### config.mk
export PLATFORM = sky130hd
export DESIGN_NAME = addr_sel_arbiter
export DESIGN_NICKNAME = d
export VERILOG_FILES = /design/src/rtl/addr_sel_arbiter_pkg.sv /design/src/rtl/addr_sel_arbiter_rr_pick.sv /design/src/rtl/addr_sel_arbiter.sv
export SDC_FILE = /design/constraint.sdc
export NUM_CORES = 1
export LEC_CHECK = 0
export CAP_MARGIN = 10
export CORE_MARGIN = 2
export CORE_UTILIZATION = 45
export DETAILED_ROUTE_END_ITERATION = 6
export DONT_BUFFER_PORTS = 1
export GPL_TIMING_DRIVEN = 1
export PLACE_DENSITY = 0.59
export SLEW_MARGIN = 20
export SYNTH_ARGS = -nofsm -noshare
export SYNTH_HDL_FRONTEND = slang
export SYNTH_SLANG_ARGS = --single-unit
### constraint.sdc
create_clock -name clk -period 1.95 [get_ports clk]
set_input_delay 0.39 -clock clk [delete_from_list [all_inputs] [get_ports clk]]
set_output_delay 0.39 -clock clk [all_outputs]
set_load 0.005 [all_outputs]
### src/rtl/addr_sel_arbiter_pkg.sv
// Shared types and select encodings for the address-select arbiter.
package addr_sel_pkg;

  localparam int unsigned SEL_W = 2;

  typedef enum logic {
    IDLE  = 1'b0,
    GRANT = 1'b1
  } arb_state_e;

  localparam logic [SEL_W-1:0] SEL_LOCAL = 2'b00;
  localparam logic [SEL_W-1:0] SEL_MUX2  = 2'b01;
  localparam logic [SEL_W-1:0] SEL_BT    = 2'b10;

endpackage

### src/rtl/addr_sel_arbiter_rr_pick.sv
// Rotating-priority picker: first set req bit at or after rr_ptr, wrapping.
module rr_pick #(
  parameter  int unsigned NUM_CORES = 4,
  localparam int unsigned CW        = $clog2(NUM_CORES)
) (
  input  logic [NUM_CORES-1:0] req,
  input  logic [CW-1:0]        rr_ptr,
  output logic                 valid,
  output logic [CW-1:0]        index
);

  always_comb begin
    int unsigned j;
    valid = 1'b0;
    index = '0;
    j     = 0;
    for (int unsigned i = 0; i < NUM_CORES; i++) begin
      j = 32'(rr_ptr) + i;
      if (j >= NUM_CORES) j = j - NUM_CORES;
      if (!valid && req[CW'(j)]) begin
        valid = 1'b1;
        index = CW'(j);
      end
    end
  end

endmodule

### src/rtl/addr_sel_arbiter.sv
// Round-robin bus arbiter with registered per-core address-mux selects.
// Optional hold limit with forced release enabled by ARB_MAX_HOLD_EN.
module addr_sel_arbiter
  import addr_sel_pkg::*;
#(
  parameter  int unsigned NUM_CORES = 4,
  parameter  int unsigned MAX_HOLD  = 16,
  localparam int unsigned CW        = $clog2(NUM_CORES)
) (
  input  logic                   clk,
  input  logic                   rst_n,
  input  logic [NUM_CORES-1:0]   bt_req,
  input  logic [NUM_CORES-1:0]   mux2_sel,
  output logic [2*NUM_CORES-1:0] sel_out,
  output logic [NUM_CORES-1:0]   grant,
  output logic [CW-1:0]          grant_id,
  output logic                   busy,
  output logic                   hold_timeout
);

  if (NUM_CORES < 2 || NUM_CORES > 16 || MAX_HOLD < 1) begin : g_param_check
    $error("addr_sel_arbiter: unsupported NUM_CORES/MAX_HOLD");
  end

  arb_state_e             state, state_n;
  logic [CW-1:0]          rr_ptr, rr_ptr_n, rr_next;
  logic [NUM_CORES-1:0]   grant_n, req_eff;
  logic [CW-1:0]          grant_id_n, pick_idx;
  logic                   busy_n, pick_valid;
  logic [2*NUM_CORES-1:0] sel_n;

`ifdef ARB_MAX_HOLD_EN
  localparam int unsigned HOLD_W = $clog2(MAX_HOLD + 1);
  logic [HOLD_W-1:0]    hold_cnt, hold_cnt_n;
  logic [NUM_CORES-1:0] block, block_n;
  logic                 hold_timeout_n;
`endif

  rr_pick #(.NUM_CORES(NUM_CORES)) u_rr_pick (
    .req    (req_eff),
    .rr_ptr (rr_ptr),
    .valid  (pick_valid),
    .index  (pick_idx)
  );

  assign rr_next = (grant_id == CW'(NUM_CORES - 1)) ? '0 : grant_id + CW'(1);

  // Next-state, next-grant and select computation
  always_comb begin
    state_n    = state;
    rr_ptr_n   = rr_ptr;
    grant_n    = grant;
    grant_id_n = grant_id;
    busy_n     = busy;
    sel_n      = '0;
`ifdef ARB_MAX_HOLD_EN
    hold_cnt_n     = hold_cnt;
    hold_timeout_n = 1'b0;
    block_n        = block & bt_req;
    req_eff        = bt_req & ~block;
`else
    req_eff        = bt_req;
`endif

    case (state)
      IDLE: begin
        grant_n    = '0;
        grant_id_n = '0;
        busy_n     = 1'b0;
        if (pick_valid) begin
          state_n    = GRANT;
          grant_n    = NUM_CORES'(1) << pick_idx;
          grant_id_n = pick_idx;
          busy_n     = 1'b1;
`ifdef ARB_MAX_HOLD_EN
          hold_cnt_n = HOLD_W'(1);
`endif
        end
      end
      GRANT: begin
        if (!bt_req[grant_id]) begin
          state_n    = IDLE;
          grant_n    = '0;
          grant_id_n = '0;
          busy_n     = 1'b0;
          rr_ptr_n   = rr_next;
        end
`ifdef ARB_MAX_HOLD_EN
        else if (hold_cnt == HOLD_W'(MAX_HOLD)) begin
          // Forced release; owner stays blocked until it drops its request
          state_n           = IDLE;
          grant_n           = '0;
          grant_id_n        = '0;
          busy_n            = 1'b0;
          rr_ptr_n          = rr_next;
          hold_timeout_n    = 1'b1;
          block_n[grant_id] = 1'b1;
        end else begin
          hold_cnt_n = hold_cnt + HOLD_W'(1);
        end
`endif
      end
      default: ;
    endcase

    for (int unsigned i = 0; i < NUM_CORES; i++) begin
      if (grant_n[i])       sel_n[2*i +: 2] = SEL_BT;
      else if (mux2_sel[i]) sel_n[2*i +: 2] = SEL_MUX2;
      else                  sel_n[2*i +: 2] = SEL_LOCAL;
    end
  end

  always_ff @(posedge clk) begin
    if (!rst_n) begin
      state    <= IDLE;
      rr_ptr   <= '0;
      grant    <= '0;
      grant_id <= '0;
      busy     <= 1'b0;
      sel_out  <= '0;
`ifdef ARB_MAX_HOLD_EN
      hold_cnt     <= '0;
      block        <= '0;
      hold_timeout <= 1'b0;
`endif
    end else begin
      state    <= state_n;
      rr_ptr   <= rr_ptr_n;
      grant    <= grant_n;
      grant_id <= grant_id_n;
      busy     <= busy_n;
      sel_out  <= sel_n;
`ifdef ARB_MAX_HOLD_EN
      hold_cnt     <= hold_cnt_n;
      block        <= block_n;
      hold_timeout <= hold_timeout_n;
`endif
    end
  end

`ifndef ARB_MAX_HOLD_EN
  assign hold_timeout = 1'b0;
`endif

endmodule

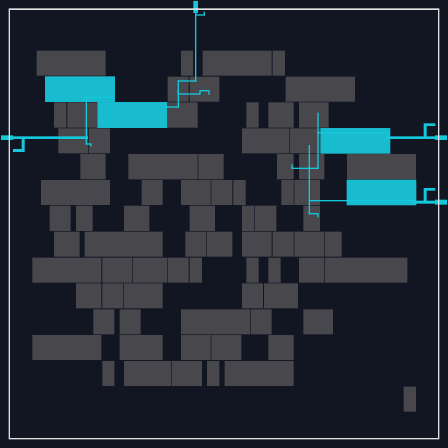
Figure 1: run 1, nets reached from selected ports.
- grant: cyan (direction output; edge 2 east, 1 west, 1 north; end cells 4; buffers 0; wire 84.6 microns)

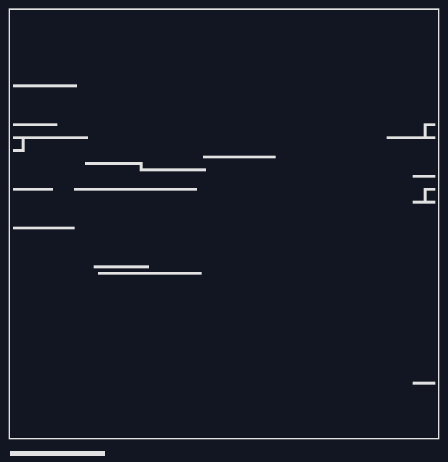
Figure 2: run 1, met3 routing.
Bar = 10 microns.
- share of all routed wire: 6.5%
- longest straight run: 12.6 microns
- main direction: horizontal
- nets with wire on the layer: 12
- wire length on this layer: 95.6 microns
final wirelength: 1480 microns
DR vias: 593
GRT met3 Usage: 0.07600

==> summary.txt, run 1 <==
run results: crit path time final=about 1.6 ns, Detailed Route Iter0 Violations=9, capturing point of the worst reg2reg path=rr_ptr[0]$_SDFFE_PN0P_, first-pass GRT wire length=2401 microns, ys flop type=dfxtp_1, Setup crit end kind=flop, yosys warns=0, Crit path required time=2.18 ns, Slowest Stage Delay on Critical Path=0.54 ns, Max Slew Vio Count=0, Sw Share=0.2617, CTS buffer count=3, pre-CTS setup slack=0.3427 ns, Syn Inst Count=around 80, cells in synth_stat.txt=roughly 80, Hold Vio Cnt, Final=0, Hold-fix buffers, CTS=0, CTS tree=done, Clock power frac=0.321, CP cell instances=mux4_2 -> nand2b_4 -> nor4b_1 -> a31o_1, Max Fanout on Critical Path=6, most common logic cell in the routed design=dfxtp_1, Die Area=2030 sq um, drt drc=0, outcome=finished clean, WP buf/inv=0, Critical-path top delay cell=mux4_2
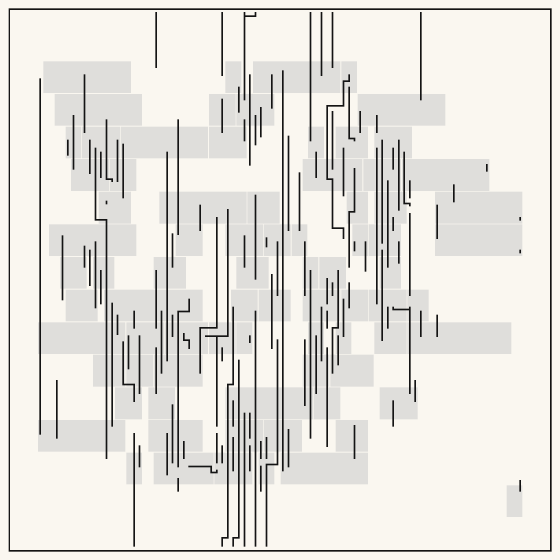
Figure 3: run 1, metal 2.
Cells faint in the background.
- longest straight run: 33.3 microns
- main direction: vertical

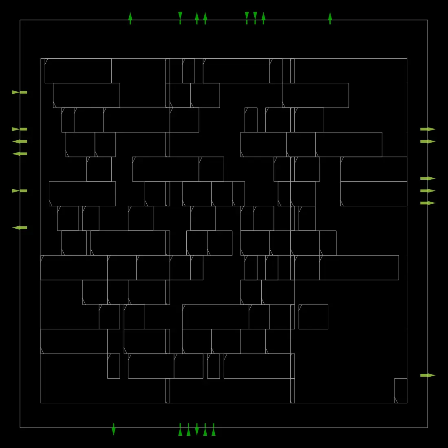
Figure 4: run 1, placed standard cells.
Rows: 14
Flops: 14
Seq area share: 0.3561
core box area: 1541 sq um
fill count: 145

[run 1: sequential cells by signal, indices dropped and copies added (netlist names)]
name / cells
state: 1
rr_ptr: 2
busy: 1
sel_out: 8
grant_id: 2
[run 1: synthesized netlist by cell type, types with 2 or more instances]
library cell / count
mux2i_1: 2
nor2_1: 3
inv_1: 2
a31o_2: 3
buf_4: 5
dfxtp_1: 14
a221oi_1: 4
o21a_1: 2
nor2b_1: 3
nand2b_1: 3
and2_1: 5
nand3_1: 2
o31ai_1: 2
and3_1: 2
nand2_1: 7
clkbuf_1: 2
[run 1: worst register-to-register path, delay by kind of cell (launching register included)]
kind            cells  cell delay [ns]
compound gates      1             0.13
mux                 1             0.54
simple gates        2             0.46
flops               1             0.46
[run 1: routing by layer]
metal | track usage | up-vias | routed length [microns]
met5 | 0 | - | 0
met4 | 0.05294 | 0 | 10
met3 | 0.07600 | 2 | 95
met2 | 0.2486 | 17 | 692
met1 | 0.2134 | 286 | 681
li1 | - | 288 | -
[run 1: cell type report]
class | count | area, sq um | share of cell area
multi-input cells | 56 | 420.4 | 0.5342
well taps | 16 | 20.02 | 0.02544
flip-flops and latches | 14 | 280.3 | 0.3561
repair buffers | 3 | 22.52 | 0.02862
clock buffers | 4 | 36.28 | 0.04610
inverters | 2 | 7.507 | 0.009539
[run 1: power by group through the flow]
| stage | logic [uW] | registers, uW | clock network (uW) |
|---|---|---|---|
| floorplan | 97.4 | 333 | 0 |
| global placement | 106 | 338 | 0 |
| detailed placement | 107 | 338 | 0 |
| CTS | 107 | 331 | 220 |
| global route | 119 | 335 | 230 |
| finish | 107 | 331 | 207 |
[run 1: worst max path at each step]
| stage | cells past startpoint | end |
|---|---|---|
| after global placement | 4 | rr_ptr[0]$_SDFFE_PN0P_ |
| after CTS | 4 | rr_ptr[0]$_SDFFE_PN0P_ |
| final | 4 | rr_ptr[0]$_SDFFE_PN0P_ |
| after detailed placement | 4 | rr_ptr[0]$_SDFFE_PN0P_ |
| after floorplan | 5 | sel_out[7]$_SDFF_PN0_ |
| after global routing | 4 | rr_ptr[0]$_SDFFE_PN0P_ |
[run 1: through the flow]
stage / util / std cells / hold WS (ns)
5_1_grt: 0.5106 / 95 / 0.2083
3_3_place_gp: 0.4870 / 91 / 0.5128
6_report: 0.5106 / 95 / 0.2280
4_1_cts: 0.5106 / 95 / 0.2117
3_5_place_dp: 0.4870 / 91 / 0.5139
2_1_floorplan: - / 80 / 0.4872
[run 1: cells by family (layout without fill, tap and decap cells)]
logic type / count (synthesis) / in the layout / share of synthesized area
other: 1 / 1 / 0.004946
adder cells (fa/ha/maj): 1 / 1 / 0.01650
AND/OR/NAND/NOR: 31 / 31 / 0.2558
flip-flops: 14 / 14 / 0.3696
AND-OR/OR-AND: 19 / 19 / 0.2063
multiplexers: 4 / 4 / 0.07095
buffers and inverters: 10 / 9 / 0.07591
--- run 2 (diff from run 1) ---
- clock period: 1.95 -> 1.65 ns (I/O delays scaled with it)
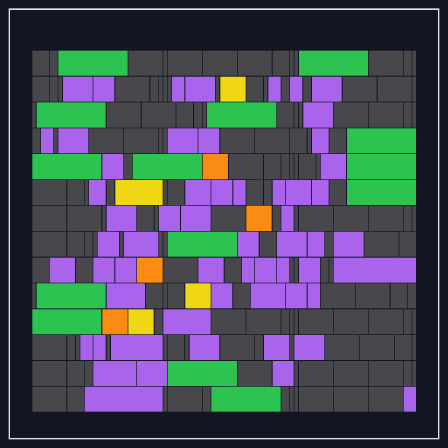
Figure 5: run 2, placed cells, one color a class.
Fill, decap, tap and diode cells in gray.
- other buffers and delay cells: orange (cells 4; share of their area 3.8%)
- flip-flops: green (cells 14; share of their area 36%)
- clock drivers and dummy loads: yellow (cells 4; share of their area 4.6%)
- all other logic: purple (cells 58; share of their area 56%)
Core Util, Final: 0.5195
Design Area, Final: 800.8 sq um

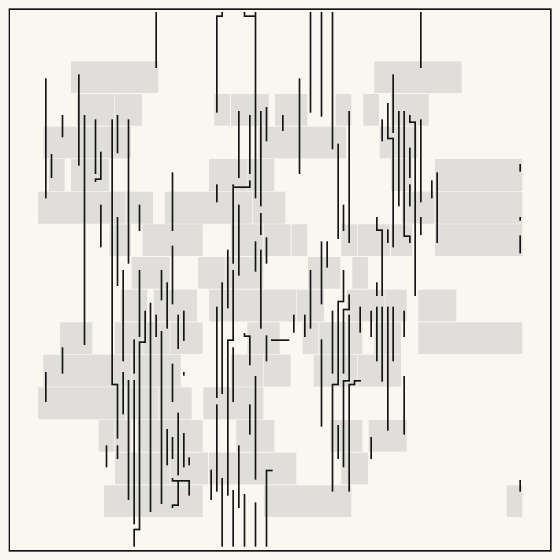
Figure 6: run 2, metal 2.
Cells faint in the background.
- wire length on this layer: 689 microns
- main direction: vertical

==> summary.txt, run 2 <==
run results: outcome=finished clean (unchanged), fill count=141 (was 145), Die Area=2030 sq um (unchanged), yosys warns=0 (unchanged), Placed Cells=92 (was 91), Peak Freq=667.0 MHz (was 611.3 MHz), Hold Vio Cnt, Final=0 (unchanged), drt drc=0 (unchanged), Crit path required time=1.84 ns (was 2.18 ns), CTS buffer count=3 (unchanged), Chip Width=45.05 microns (unchanged), Hold-fix buffers, CTS=0 (unchanged), Detailed Route Iter0 Violations=8 (was 9), Setup crit end kind=flop (unchanged), Critical-path top delay cell=dfxtp_1 (was mux4_2), most common logic cell in the routed design=dfxtp_1 (unchanged), Gate Area=426.7 sq um (was 420.4 sq um), cell with the most instances after synthesis=dfxtp_1 (unchanged), max reg flops=8 (unchanged), leakage power=0.0003217 uW (was 0.0003147 uW), Worst Skew=0.001897 ns (was 0.004036 ns), Max Slew Vio Count=0 (unchanged), ys flop type=dfxtp_1 (unchanged), CP cell instances=mux2_2 -> o2bb2ai_1 -> buf_4 -> a221oi_1 (was mux4_2 -> nand2b_4 -> nor4b_1 -> a31o_1), Antenna Nets Post-Route=0 (unchanged), chip area estimate from yosys synthesis=758.2 sq um (unchanged), Max Fanout on Critical Path=7 (was 6), Slowest Stage Delay on Critical Path=0.35 ns (was 0.54 ns), first-pass GRT wire length=2580 microns (was 2401 microns), Syn Inst Count=80 (unchanged), FF+latch area=280.3 sq um (unchanged), post-route insts no fill=96 (was 95), top cells by count=14 x dfxtp_1, 7 x nand2_1, 5 x and2_1, 5 x buf_4, 4 x a221oi_1 (unchanged), final wirelength=1574 microns (was 1480 microns), proportion of layout cells with a drive suffix above 1=0.2125 (was 0.1899), synthesis-to-layout area growth=5.611% (was 3.795%), crit path time final=1.499 ns (was 1.636 ns), Final Cycle Share=0.9086 (was 0.8389), cells in synth_stat.txt=80 (unchanged), core box area=1541 sq um (unchanged), DR vias=580 (was 593), pre-CTS setup slack=0.1557 ns (was 0.3427 ns), Nets=92 (was 91), Rows=14 (unchanged), Largest Register=sel_out (unchanged), final hold slack=0.1562 ns (was 0.2280 ns)
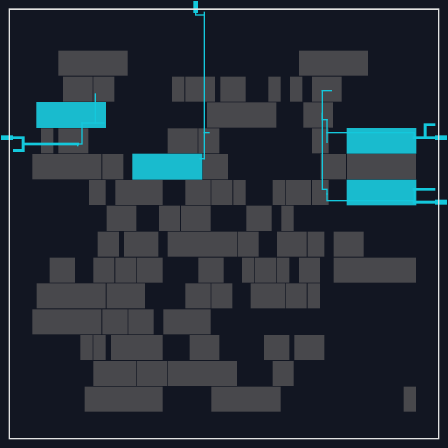
Figure 7: run 2, nets reached from selected ports.
- grant: cyan (direction output; edge 2 east, 1 west, 1 north; end cells 4; buffers 0; wire 79.9 microns)
Port Buffers: 0
I/O pin count: 26

[run 2: cell counts after synthesis]
Identical to the previous run, type by type.
[run 2: final cells by class]
cell class	count	area share
multi-input combinational	56	0.5328
sequential	14	0.3500
clock buffer	4	0.04531
timing repair buffer	4	0.03750
tap	16	0.02500
inverter	2	0.009375
[run 2: cell families after synthesis]
| family | after synthesis | share of synthesized area |
|---|---|---|
| AND/OR/NAND/NOR | 31 | 0.2558 |
| multiplexers | 4 | 0.07095 |
| other | 1 | 0.004946 |
| buffers and inverters | 10 | 0.07591 |
| flip-flops | 14 | 0.3696 |
| adder cells (fa/ha/maj) | 1 | 0.01650 |
| AND-OR/OR-AND | 19 | 0.2063 |
[run 2: power by group]
part           internal, uW  total, uW  leakage, uW  switching, uW
clock                   134        254    0.0000210            119
sequential              364        389     0.000115           25.3
combinational          67.6        134     0.000185           66.1
total                   566        777     0.000322            211
[run 2: final timing paths]
path | cells after the start | from | slack [ns] | to
max reg2reg | 4 | grant_id[1]$_SDFFE_PN0P_ | 0.15 | sel_out[0]$_SDFF_PP0_
min | 2 | rst_n | 0.16 | sel_out[6]$_SDFF_PP0_
min reg2reg | 2 | sel_out[5]$_SDFF_PN0_ | 0.54 | sel_out[5]$_SDFF_PN0_
max | 4 | grant_id[1]$_SDFFE_PN0P_ | 0.15 | sel_out[0]$_SDFF_PP0_
[run 2: timing repair]
| action | in CTS | in global routing |
|---|---|---|
| setup endpoints to repair | 0 | 1 |
| endpoints found under the hold margin | 0 | 0 |
| resized | 0 | 1 |
[run 2: worst max-delay path: cells and delay by family (launching register included)]
family / cells / cell delay, ns
flip-flops: 1 / 0.35
multiplexers: 1 / 0.34
buffers and inverters: 1 / 0.20
AND-OR/OR-AND: 2 / 0.51
[run 2: per-layer routing]
layer | wire (microns) | vias up | track usage
li1 | - | 287 | -
met1 | 786 | 275 | 0.2283
met2 | 688 | 14 | 0.2686
met3 | 60 | 4 | 0.08000
met4 | 39 | 0 | 0.1235
met5 | 0 | - | 0
[run 2: stage by stage]
step	utilization	total power (uW)
2_1_floorplan	-	509.1
3_3_place_gp	0.4919	526.9
3_5_place_dp	0.4919	529.6
4_1_cts	0.5154	780.1
5_1_grt	0.5195	828.2
6_report	0.5195	776.9
Power figures rest on the tool's default switching activity, not on a simulated workload.
